===== src/rtl/alu_pkg.sv =====
// rtl/alu_pkg.sv - funct codes and sequencer state encoding shared by the ALU sequencer, control decoder and ALU
package alu_pkg;

  localparam logic [3:0] FN_NOP = 4'b0000;
  localparam logic [3:0] FN_ADD = 4'b0001;
  localparam logic [3:0] FN_SUB = 4'b0010;
  localparam logic [3:0] FN_MUL = 4'b0100;
  localparam logic [3:0] FN_DIV = 4'b1000;

  typedef enum logic [1:0] {
    S_IDLE = 2'd0,
    S_EXEC = 2'd1,
    S_DONE = 2'd2
  } seq_state_t;

endpackage


===== src/rtl/alu_lat_counter.sv =====
// rtl/alu_lat_counter.sv - loadable down-counter with zero flag tracking remaining EXEC cycles
module alu_lat_counter #(
  parameter int CNT_W = 4
) (
  input  logic             clk,
  input  logic             rst,
  input  logic             load,
  input  logic [CNT_W-1:0] load_val,
  input  logic             dec,
  output logic             zero
);

  logic [CNT_W-1:0] cnt_q, cnt_d;

  always_comb begin
    cnt_d = cnt_q;
    if (load) begin
      cnt_d = load_val;
    end else if (dec && (cnt_q != '0)) begin
      cnt_d = cnt_q - 1'b1;
    end
  end

  always_ff @(posedge clk) begin
    if (rst) begin
      cnt_q <= '0;
    end else begin
      cnt_q <= cnt_d;
    end
  end

  assign zero = (cnt_q == '0);

endmodule


===== src/rtl/alu_op_sequencer.sv =====
// rtl/alu_op_sequencer.sv - multi-cycle ALU op sequencer (IDLE->EXEC->DONE) with valid/ready request and response
// Optional feature macro ALU_SEQ_DIVZ_EN: DIV by zero answers immediately with all-ones data and rsp_err.
module alu_op_sequencer
  import alu_pkg::*;
#(
  parameter int DATA_W  = 16,
  parameter int MUL_LAT = 4,
  parameter int DIV_LAT = 8,
  parameter int CNT_W   = 4
) (
  input  logic              clk,
  input  logic              rst,
  input  logic              req_valid,
  output logic              req_ready,
  input  logic [3:0]        req_funct,
  input  logic [DATA_W-1:0] req_a,
  input  logic [DATA_W-1:0] req_b,
  output logic [3:0]        alu_ctrl,
  output logic [DATA_W-1:0] alu_a,
  output logic [DATA_W-1:0] alu_b,
  input  logic [DATA_W-1:0] alu_result,
  output logic              rsp_valid,
  input  logic              rsp_ready,
  output logic [DATA_W-1:0] rsp_data,
  output logic              rsp_err,
  output logic              busy
);

  seq_state_t        state_q, state_d;
  logic              req_ready_q, req_ready_d;
  logic              rsp_valid_q, rsp_valid_d;
  logic [DATA_W-1:0] rsp_data_q, rsp_data_d;
  logic              rsp_err_q, rsp_err_d;
  logic [3:0]        alu_ctrl_q, alu_ctrl_d;
  logic [DATA_W-1:0] alu_a_q, alu_a_d;
  logic [DATA_W-1:0] alu_b_q, alu_b_d;
  logic              busy_q, busy_d;

  logic              funct_legal;
  logic [CNT_W-1:0]  lat_val;
  logic              cnt_load, cnt_dec, cnt_zero;

  // Counter holds remaining EXEC cycles minus one, so zero marks the capture cycle.
  always_comb begin
    funct_legal = 1'b1;
    lat_val     = '0;
    case (req_funct)
      FN_ADD, FN_SUB: lat_val = '0;
      FN_MUL:         lat_val = CNT_W'(MUL_LAT - 1);
      FN_DIV:         lat_val = CNT_W'(DIV_LAT - 1);
      default:        funct_legal = 1'b0;
    endcase
  end

  always_comb begin
    state_d     = state_q;
    req_ready_d = req_ready_q;
    rsp_valid_d = rsp_valid_q;
    rsp_data_d  = rsp_data_q;
    rsp_err_d   = rsp_err_q;
    alu_ctrl_d  = alu_ctrl_q;
    alu_a_d     = alu_a_q;
    alu_b_d     = alu_b_q;
    busy_d      = busy_q;
    cnt_load    = 1'b0;
    cnt_dec     = 1'b0;

    case (state_q)
      S_IDLE: begin
        if (req_valid) begin
          req_ready_d = 1'b0;
          busy_d      = 1'b1;
          if (!funct_legal) begin
            state_d     = S_DONE;
            rsp_valid_d = 1'b1;
            rsp_data_d  = '0;
            rsp_err_d   = 1'b1;
          end
`ifdef ALU_SEQ_DIVZ_EN
          else if ((req_funct == FN_DIV) && (req_b == '0)) begin
            state_d     = S_DONE;
            rsp_valid_d = 1'b1;
            rsp_data_d  = {DATA_W{1'b1}};
            rsp_err_d   = 1'b1;
          end
`endif
          else begin
            state_d    = S_EXEC;
            alu_ctrl_d = req_funct;
            alu_a_d    = req_a;
            alu_b_d    = req_b;
            cnt_load   = 1'b1;
          end
        end
      end
      S_EXEC: begin
        if (cnt_zero) begin
          state_d     = S_DONE;
          rsp_valid_d = 1'b1;
          rsp_data_d  = alu_result;
          rsp_err_d   = 1'b0;
          alu_ctrl_d  = FN_NOP;
        end else begin
          cnt_dec = 1'b1;
        end
      end
      S_DONE: begin
        if (rsp_ready) begin
          state_d     = S_IDLE;
          rsp_valid_d = 1'b0;
          req_ready_d = 1'b1;
          busy_d      = 1'b0;
        end
      end
      default: begin
        state_d     = S_IDLE;
        req_ready_d = 1'b1;
        rsp_valid_d = 1'b0;
        alu_ctrl_d  = FN_NOP;
        busy_d      = 1'b0;
      end
    endcase
  end

  always_ff @(posedge clk) begin
    if (rst) begin
      state_q     <= S_IDLE;
      req_ready_q <= 1'b1;
      rsp_valid_q <= 1'b0;
      rsp_data_q  <= '0;
      rsp_err_q   <= 1'b0;
      alu_ctrl_q  <= FN_NOP;
      alu_a_q     <= '0;
      alu_b_q     <= '0;
      busy_q      <= 1'b0;
    end else begin
      state_q     <= state_d;
      req_ready_q <= req_ready_d;
      rsp_valid_q <= rsp_valid_d;
      rsp_data_q  <= rsp_data_d;
      rsp_err_q   <= rsp_err_d;
      alu_ctrl_q  <= alu_ctrl_d;
      alu_a_q     <= alu_a_d;
      alu_b_q     <= alu_b_d;
      busy_q      <= busy_d;
    end
  end

  alu_lat_counter #(
    .CNT_W(CNT_W)
  ) u_lat_counter (
    .clk     (clk),
    .rst     (rst),
    .load    (cnt_load),
    .load_val(lat_val),
    .dec     (cnt_dec),
    .zero    (cnt_zero)
  );

  assign req_ready = req_ready_q;
  assign rsp_valid = rsp_valid_q;
  assign rsp_data  = rsp_data_q;
  assign rsp_err   = rsp_err_q;
  assign alu_ctrl  = alu_ctrl_q;
  assign alu_a     = alu_a_q;
  assign alu_b     = alu_b_q;
  assign busy      = busy_q;

endmodule

===== config.mk =====
export PLATFORM = sky130hd
export DESIGN_NAME = alu_op_sequencer
export DESIGN_NICKNAME = d
export VERILOG_FILES = /design/src/rtl/alu_pkg.sv /design/src/rtl/alu_lat_counter.sv /design/src/rtl/alu_op_sequencer.sv
export SDC_FILE = /design/constraint.sdc
export NUM_CORES = 1
export LEC_CHECK = 0
export ABC_AREA = 1
export CAP_MARGIN = 20
export CORE_MARGIN = 3
export CORE_UTILIZATION = 35
export CTS_BUF_LIST = sky130_fd_sc_hd__clkbuf_8
export CTS_CLUSTER_DIAMETER = 30
export DETAILED_ROUTE_END_ITERATION = 8
export PLACE_DENSITY = 0.7
export SLEW_MARGIN = 20
export SYNTH_ARGS = -nofsm -noshare
export SYNTH_HDL_FRONTEND = slang
export SYNTH_SLANG_ARGS = --single-unit

===== constraint.sdc =====
create_clock -name clk -period 3.8 [get_ports clk]
set_clock_uncertainty 0.2 [all_clocks]
set_input_delay 0.76 -clock clk [delete_from_list [all_inputs] [get_ports clk]]
set_output_delay 0.76 -clock clk [all_outputs]
set_load 0.05 [all_outputs]

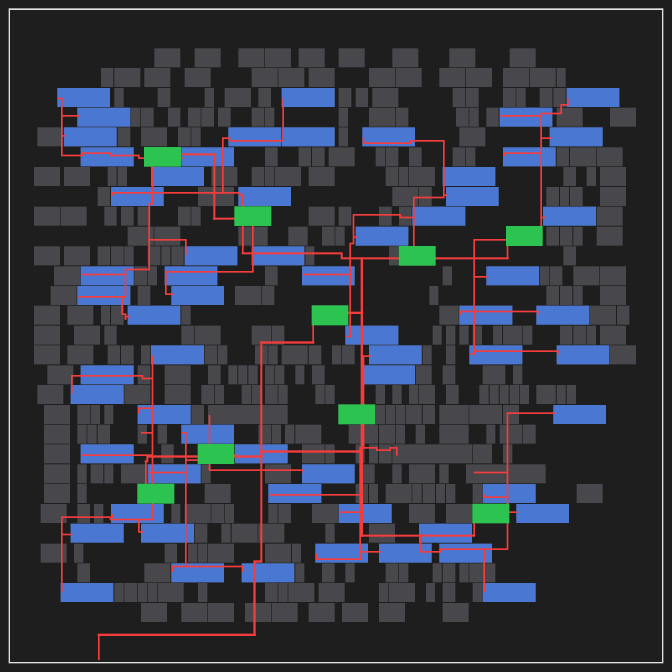
Figure 1: run 1, clock network drawn from the DEF.
cells driving clock nets -> green  # count 9
flip-flops -> blue  # count 62
clock wires -> red  # length 802 um
routed clock nets = 10
flops lie = widely spread

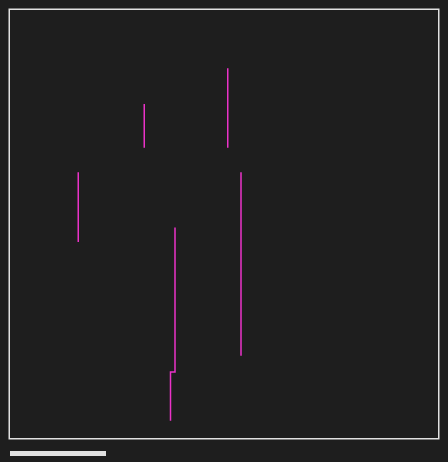
Figure 2: run 1, the metal 4 layer.
Scale bar: 20 um.
longest straight run = 38.1 um
nets with wire on the layer = 4
wire length on this layer = 119 um
main direction = vertical
share of all routed wire = 1.8%

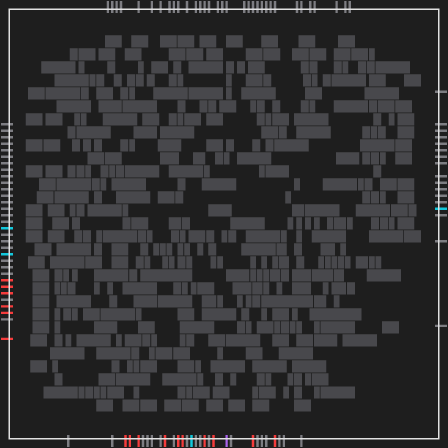
Figure 3: run 1, I/O pins on the die edge.
Pins as bars across the die edge, other pins in gray.
rsp_valid -> purple  # pins 1, direction output, edge bottom
alu_result -> red  # pins 16, direction input, edge 10 bottom, 6 left
alu_ctrl -> cyan  # pins 4, direction output, edge 2 left, 1 bottom, 1 right

==> flow_summary.json, run 1 <==
{
  "status": "finished clean",
  "ir_drop_v": 0.0002330,
  "gp_congestion": 0.7487,
  "grt_antenna_before_repair": 0,
  "viasPerCell": 4.693,
  "hold_slack_ns": 0.2587,
  "ys_top_logic_family": "simple AND/OR/NAND/NOR gates",
  "cp_max_fo": 37,
  "routed_wl_mm": 6.738,
  "xor_area_share_pct": 0.7176,
  "cts_buffers": 9,
  "edf_count": 0,
  "fp-row-count": 29,
  "maxCapViolCount": 0,
  "drive_gt1_share_pct": 6.588,
  "postCtsHoldBufs": 0,
  "path_buffers": 3,
  "lay_top_count": "clkdlybuf4s50_1",
  "cts-resized-gates": 0,
  "cp_cell_sequence": "clkdlybuf4s50_1, inv_1, nand2_1, nand3_1, nand2_1, nand2_4, nand2_1, inv_1, nor2_1, nor2_1",
  "first_global_vias": 2340,
  "clkSinkCount": 62,
  "fp.dieW_um": 89.52,
  "total_power_mw": 1.725,
  "final_area_um2": 3802,
  "post-place-ws_ns": 0.6950,
  "synthArstFlopShare_pct": 0,
  "finalWorstPathRequiredPeriod_ns": 2.733,
  "yosys.area_share.aoi_pct": 12.66,
  "yosysUniqueCellTypes": 24,
  "nWellTaps": 93,
  "finalNonFillerCells": 518
}
--- run 2 (diff from run 1) ---
==> constraint.sdc (replaced) <==
create_clock -name clk -period 2.65 [get_ports clk]
set_clock_uncertainty 0.2 [all_clocks]
set_input_delay 0.53 -clock clk [delete_from_list [all_inputs] [get_ports clk]]
set_output_delay 0.53 -clock clk [all_outputs]
set_load 0.05 [all_outputs]
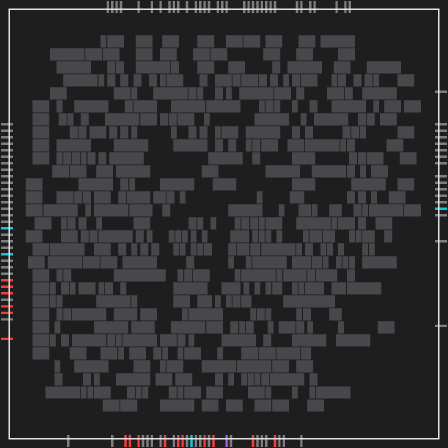
Figure 4: run 2, I/O pins on the die edge.
Pins as bars across the die edge, other pins in gray.
alu_ctrl -> cyan  # pins 4, direction output, edge 2 left, 1 bottom, 1 right
alu_result -> red  # pins 16, direction input, edge 10 bottom, 6 left
rsp_valid -> purple  # pins 1, direction output, edge bottom
all pins by edge = 33 top, 32 left, 30 bottom, 17 right

==> run 2 against run 1 <==
  * Synthesized area is the same
  * First-iteration DRC count rose by 36%
  * Combinational power up 46%
  * Clock power up about 30%
  * Design area up 0.36%
  * Utilization rose by 0.21 points
  * Routed wire length grew 0.22%
  * Non-clock buffer count increased by 3
  * Global-route usage is 0.60 points lower
  * Total power is 38% higher
  * Largest cell class unchanged
  * Largest power group unchanged
  * Highest routed layer unchanged
==> flow_summary.json, run 2 <==
{
  "die_h_um": 89.52,
  "holdPathEnd": "alu_a[12]",
  "cts_buffers": 9,
  "yosysUniqueCellTypes": 24,
  "path_buffers": 1,
  "nClkBuffers": 10,
  "xor_area_share_pct": 0.7176,
  "final_area_um2": 3816,
  "first_global_vias": 2261,
  "finalWorstPathRequiredPeriod_ns": 2.237,
  "synthArstFlopShare_pct": 0,
  "area_share_nonclk_buffers_pct": 30.30,
  "nNonClkInverters": 14,
  "nWellTaps": 93,
  "ys_seq_share_pct": 50.85,
  "cts-resized-gates": 0,
  "routed_wl_mm": 6.753,
  "total_power_mw": 2.387,
  "postCtsHoldBufs": 0,
  "lay_top_count": "clkdlybuf4s50_1",
  "edf_count": 0,
  "finalNonFillerCells": 522,
  "fp.dieW_um": 89.52,
  "post-place-ws_ns": 0.2360,
  "cp_max_fo": 2,
  "area_leaders": "dfxtp_1, nand2_1, a21oi_1",
  "viasPerCell": 4.634,
  "powerDensity_nw_per_um2": 625.6,
  "drive_gt1_share_pct": 7.226,
  "fp-row-count": 29,
  "grt_antenna_before_repair": 0,
  "ir_drop_v": 0.0003287,
  "cp_cell_sequence": "clkdlybuf4s50_1",
  "yosys.area_share.aoi_pct": 12.66,
  "status": "finished clean"
}
No activity file was given, so power comes from the tool's default toggle rates.
